==> images/logic_types.png <==
Scale bar: 20 um.
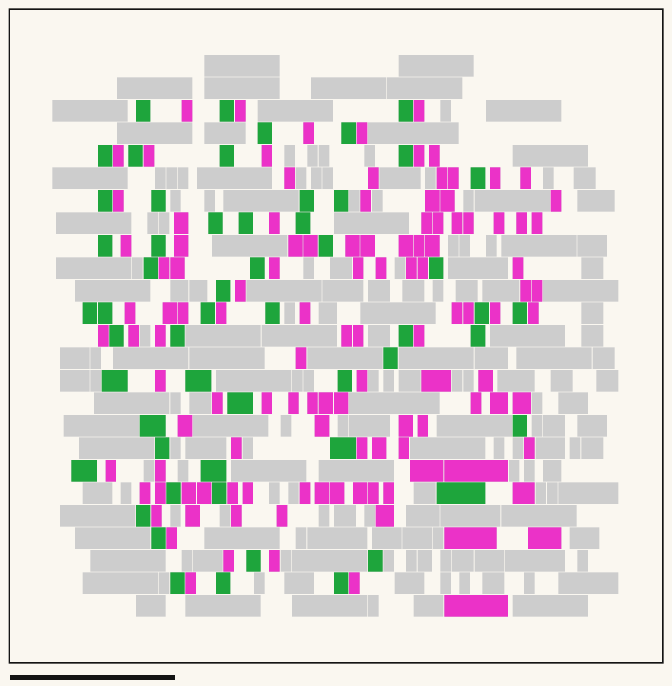
==> images/placement_by_type.png <==
Scale bar: 20 um.
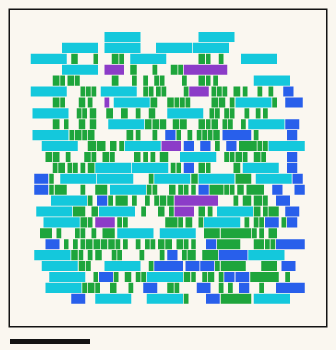
==> images/sizes.png <==
Scale bar: 20 um.
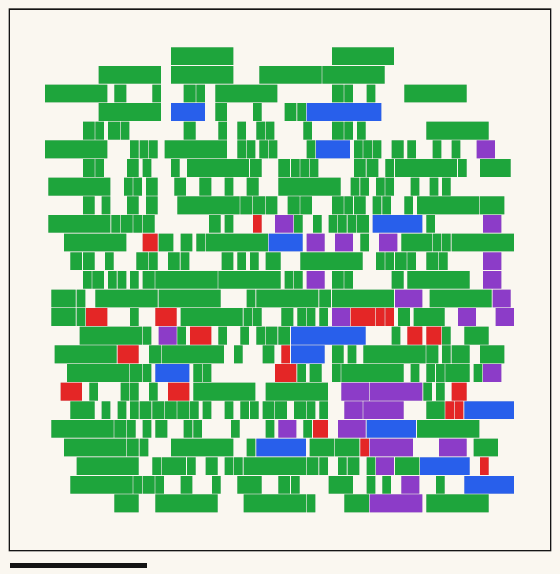
==> images/flops_by_reg.png <==
Scale bar: 20 um. Other sequential cells in the stronger gray, the rest of the logic in the fainter gray.
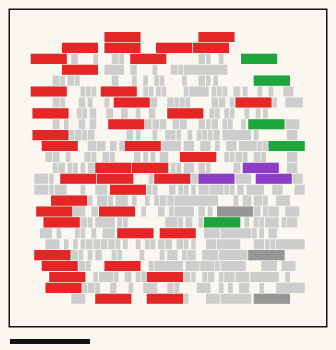
<file path="config.mk">
export PLATFORM = sky130hd
export DESIGN_NAME = lut_sweep_eval
export DESIGN_NICKNAME = d
export VERILOG_FILES = /design/src/rtl/lut_sweep_eval.sv
export SDC_FILE = /design/constraint.sdc
export NUM_CORES = 1
export LEC_CHECK = 0
export ABC_AREA = 1
export CORE_MARGIN = 5
export CORE_UTILIZATION = 55
export CTS_BUF_LIST = sky130_fd_sc_hd__clkbuf_8
export DETAILED_ROUTE_END_ITERATION = 12
export GPL_ROUTABILITY_DRIVEN = 0
export PLACE_DENSITY = 0.75
export SYNTH_ARGS = -nofsm -noshare
export SYNTH_HDL_FRONTEND = slang
export SYNTH_SLANG_ARGS = --single-unit
</file>
<file path="constraint.sdc">
create_clock -name clk -period 2 [get_ports clk]
set_input_delay 0.5 -clock clk [delete_from_list [all_inputs] [get_ports clk]]
set_output_delay 0.5 -clock clk [all_outputs]
set_load 0.05 [all_outputs]
</file>
<file path="src/rtl/lut_sweep_eval.sv">
// Truth-table evaluator: N_FUNCS programmable LUTs swept over every input combination.
// Define LUT_SWEEP_CHECK_EN to add an expected-value bank with a saturating mismatch counter.
module lut_sweep_eval #(
  parameter  int N_VARS  = 3,
  parameter  int N_FUNCS = 5,
  parameter  int HOLD    = 1,
  localparam int FW      = (N_FUNCS > 1) ? $clog2(N_FUNCS) : 1,
  localparam int D       = 1 << N_VARS
) (
  input  logic               clk,
  input  logic               reset,
  input  logic               cfg_we,
  input  logic [FW-1:0]      cfg_func,
  input  logic [D-1:0]       cfg_data,
  input  logic               start,
  input  logic               stop,
  output logic               busy,
  output logic [N_VARS-1:0]  in_vec,
  output logic [N_FUNCS-1:0] out_vec,
  output logic               out_valid,
  output logic               done
`ifdef LUT_SWEEP_CHECK_EN
  ,
  input  logic               cfg_exp,
  output logic [N_VARS:0]    err_cnt,
  output logic               err_any
`endif
);

  localparam int HW = (HOLD > 1) ? $clog2(HOLD) : 1;

  typedef enum logic [1:0] {IDLE, RUN, FIN} state_t;

  state_t             state_q, state_d;
  logic [D-1:0]       lut_q [N_FUNCS];
  logic [N_VARS-1:0]  in_vec_q, in_vec_d, sel_idx;
  logic [N_FUNCS-1:0] out_vec_q, out_vec_d, load_vec;
  logic [HW-1:0]      hold_q, hold_d, hold_eff;
  logic               out_valid_q, out_valid_d;
  logic               go, wr_en, wr_lut;

  assign go    = (state_q == IDLE) && start && !stop;
  assign wr_en = cfg_we && (state_q == IDLE) && (int'(cfg_func) < N_FUNCS);
`ifdef LUT_SWEEP_CHECK_EN
  assign wr_lut = wr_en && !cfg_exp;
`else
  assign wr_lut = wr_en;
`endif

  // Column of function outputs for the index about to be shown; a same-cycle write wins.
  always_comb begin
    sel_idx  = (state_q == RUN) ? in_vec_q + 1'b1 : '0;
    load_vec = '0;
    for (int f = 0; f < N_FUNCS; f++) begin
      if (wr_lut && int'(cfg_func) == f) load_vec[f] = cfg_data[sel_idx];
      else                               load_vec[f] = lut_q[f][sel_idx];
    end
  end

  // NOTE: every output of this block gets a default first, so no path can infer a latch.
  always_comb begin
    state_d     = state_q;
    in_vec_d    = in_vec_q;
    out_vec_d   = out_vec_q;
    hold_d      = hold_q;
    out_valid_d = 1'b0;
    // The edge right after a strobe is the first hold cycle of the next index.
    hold_eff    = out_valid_q ? '0 : hold_q;
    unique case (state_q)
      IDLE: begin
        if (go) begin
          state_d   = RUN;
          in_vec_d  = '0;
          out_vec_d = load_vec;
          hold_d    = '0;
        end
      end
      RUN: begin
        if (stop) begin
          state_d = IDLE;
          hold_d  = '0;
        end else if (out_valid_q && (in_vec_q == '1)) begin
          state_d = FIN;
          hold_d  = '0;
        end else begin
          if (out_valid_q) begin
            in_vec_d  = sel_idx;
            out_vec_d = load_vec;
          end
          if (hold_eff == HW'(HOLD - 1)) begin
            out_valid_d = 1'b1;
            hold_d      = '0;
          end else begin
            hold_d = hold_eff + 1'b1;
          end
        end
      end
      FIN:     state_d = IDLE;
      default: state_d = IDLE;
    endcase
  end

  // NOTE: sequential state uses non-blocking assignments so every register samples pre-edge values.
  always_ff @(posedge clk or posedge reset) begin
    if (reset) state_q <= IDLE;
    else       state_q <= state_d;
  end

  // NOTE: the LUT array is reset explicitly because reset must erase the programmed functions.
  always_ff @(posedge clk or posedge reset) begin
    if (reset) begin
      for (int f = 0; f < N_FUNCS; f++) lut_q[f] <= '0;
      in_vec_q    <= '0;
      out_vec_q   <= '0;
      hold_q      <= '0;
      out_valid_q <= 1'b0;
    end else begin
      for (int f = 0; f < N_FUNCS; f++)
        if (wr_lut && int'(cfg_func) == f) lut_q[f] <= cfg_data;
      in_vec_q    <= in_vec_d;
      out_vec_q   <= out_vec_d;
      hold_q      <= hold_d;
      out_valid_q <= out_valid_d;
    end
  end

  assign busy      = (state_q == RUN);
  assign done      = (state_q == FIN);
  assign in_vec    = in_vec_q;
  assign out_vec   = out_vec_q;
  assign out_valid = out_valid_q;

`ifdef LUT_SWEEP_CHECK_EN
  logic [D-1:0]  exp_q [N_FUNCS];
  logic [N_VARS:0] err_q;
  logic          mismatch;

  always_comb begin
    mismatch = 1'b0;
    for (int f = 0; f < N_FUNCS; f++)
      if (out_vec_q[f] != exp_q[f][in_vec_q]) mismatch = 1'b1;
  end

  always_ff @(posedge clk or posedge reset) begin
    if (reset) begin
      for (int f = 0; f < N_FUNCS; f++) exp_q[f] <= '0;
      err_q <= '0;
    end else begin
      for (int f = 0; f < N_FUNCS; f++)
        if (wr_en && cfg_exp && int'(cfg_func) == f) exp_q[f] <= cfg_data;
      if (go)                                            err_q <= '0;
      else if (out_valid_q && mismatch && (err_q != '1)) err_q <= err_q + 1'b1;
    end
  end

  assign err_cnt = err_q;
  assign err_any = (err_q != '0);
`endif

endmodule

</file>
==> impl_metrics.toml <==
# implementation run metrics
[critical_path]
rrSetupSlack_ns = 0.20
crit_required_ns = 1.50
worst_setup_path_start_kind = "register"
cell_breakdown_of_the_critical_path = "clkdlybuf4s50_1"
timing.critical_path.fanout_max = 2
arrival_time_reported_for_the_critical_path_endpoint_ns = 1.45
count_of_cells_along_the_worst_register_to_register_path = 10
timing.critical_path.max_delay_family = "buffers and inverters"
critical_path.endpoint = "out_vec[2]"
cpPeakStageDelay_ns = 0.80
r2r-end = "out_vec[3]$_DFFE_PP0P_"
critical_path.startpoint = "out_vec[2]$_DFFE_PP0P_"

[synth]
netlist.top_cell.by_area = "dfrtp_1"
syn-instance-count = 318
syn_nets = 336
mappedNetlistArea_um2 = 2605
ys_seq_elements = 51
postSynthSeqShare_pct = 48.99
top_post_synthesis_cells_by_area = "dfrtp_1 (49%), nand2_1 (12%), o21ai_0 (8.3%), inv_1 (5.3%), nand3_1 (4.8%)"
ys_warn_count = 0
yosys.area.top_type_share_pct = 48.99

[floorplan]
row_count = 25
fp_util_pct = 55.89
fp.dieW_um = 78.82
die_height_um = 78.82

[timing]
hold_ws_ns = 0.4898
setup-tns-final_ns = 0
fin_skew_ns = 0.003554
number_of_endpoints_failing_setup_at_the_final_stage = 0
fmax_mhz = 511.5
drv_slew = 0

[global_route]
grt_pass1_vias = 2169
overflow = 0
grt-busiest-layer = "met2"
grtUsageMet2_pct = 35.65
gr_layer_usage_met3_pct = 4.422
global_route.usage.met1_pct = 26.11

[power]
power.ir.vdd_worst_mv = 0.5095
power.density_cell_area_nw_per_um2 = 1033
leakage_nw = 1.648
power_combinational_w = 0.00101
p_total_w = 0.003243
clock_power_share_pct = 25.6
power.internal_w = 0.002145
p_comb_share_pct = 31.1
p_clk_w = 0.000831
power.sequential.fraction_pct = 43.3

[min_path]
classification_of_the_worst_slack_hold_path = "reg -> reg"
hold_path_depth = 2
timing.hold.worst_endpoint = "out_vec[1]$_DFFE_PP0P_"

[placed_design]
sum_of_net_half_perimeters_after_detailed_placement_um = 4158
place.detailed.instances = 403
io_buffer_count = 26

[routing]
drt_pass1_iterations = 4
wl_met2_um = 2844
route.antenna.remaining_nets = 0
wl_per_cell_um = 13.90
detail_route.wirelength.met1_um = 2522
finalWirelength_um = 5713
routed-via-count = 2120
highest-signal-layer = "met4"

[clocking]
cts.sink_count = 51
cts_buffers = 5
cts_hold_repair.buffers = 0
clock.latency.late_pin_ns = 0.30
cts.htree.levels = 2
cts_tree = "built"
clock_tree.buffer_depth = 2

[outcome]
run_status = "finished, final reports clean"

[finish]
diodes = 0
filler_cell_count = 406
final_nets = 374

[flow_run]
maxCapViolCount = 0
tool_warnings = 26
About logic_types.png:
family	color	cells
aoi and oai cells	green	55
nand cells	magenta	118
most common logic cell in the routed design: nand2_1
logic gate fraction of the total cell area: 34.48%
post-route insts no fill: 411

About placement_by_type.png:
class	color	cells
sequential cells	cyan	51
combinational and other logic	green	257
clock drivers and dummy loads	purple	8
remaining buffers and delay cells	blue	41
placeable core area: 4661 um2
Seq area share: 40.65%
post-layout util: 67.36%

About sizes.png:
size	color	cells
_0 and _1 cells	green	296
_6 and larger	blue	13
_2 cells	red	21
_3 and _4 cells	purple	27
number of non-clock buffers in the layout: 41
summed area of non-filler cells in the final layout: 3139 um2
worst path setup slack after routing: 0.04506 ns
area delta synth->final: 20.51%

About flops_by_reg.png:
name in the netlist	color	sequential cells
out_vec	green	5
in_vec	purple	3
lut_q	red	40
not colored	3
Storage cell area: 1276 um2
flip-flop and latch power: 0.00140 W

[cell families (layout without fill, tap and decap cells)]
group           after synthesis  count (layout)  synth area share (%)
compound gates               55              55                 12.01
fa+ha+maj                     2               2                0.9605
buf+inv                      54              93                 9.462
flops                        51              51                 48.99
simple gates                156             156                 28.58
[final cells by class]
type / count / area, um2 / share of cell area [%]
inverter: 44 / 165.2 / 5.261
sequential: 51 / 1276 / 40.65
multi-input combinational: 213 / 1082 / 34.48
clock buffer: 5 / 68.82 / 2.192
tap: 54 / 67.56 / 2.152
timing repair buffer: 41 / 415.4 / 13.23
clock inverter: 3 / 63.81 / 2.033
[metrics by stage]
stage          worst slack, ns  util [%]
2_1_floorplan           0.2030         -
3_3_place_gp           0.07412     64.46
3_5_place_dp           0.04836     64.46
4_1_cts                0.03337     67.30
5_1_grt                0.01484     67.36
6_report               0.04506     67.36
[layout by cell type, fill, tap and decap left out, types with 3 or more instances in the layout]
cell / count
dfrtp_1: 51
nand2_2: 3
buf_4: 19
o21ai_0: 43
nor2_1: 29
inv_1: 37
inv_2: 8
nand3_1: 25
nand2_1: 83
buf_12: 5
o21ai_2: 7
a21oi_1: 3
clkdlybuf4s50_1: 16
clkbuf_8: 5
[cell usage after synthesis]
cell type and instances:
nand3_2 1, nand3_4 1, a21oi_1 3, nor2_4 2, o21ai_0 43, nor2_8 1, o21ai_2 7, nand4_4 2
or2_2 1, inv_2 7, nand2_1 83, o21ai_4 1, dfrtp_1 51, nand2_4 2, nand3_1 25, o21ai_1 1
nand3b_1 1, buf_2 5, nor3_1 1, nor2_2 1, or2_0 2, buf_6 5, nor3b_1 1, inv_1 37
nor2_1 29, nand2_2 3, ha_1 2
[sequential cells by signal, indices dropped and copies added, names as in the netlist]
register	count
state_q	2
lut_q	40
in_vec	3
out_vec	5
out_valid	1
Power figures rest on the tool's default switching activity, not on a simulated workload.
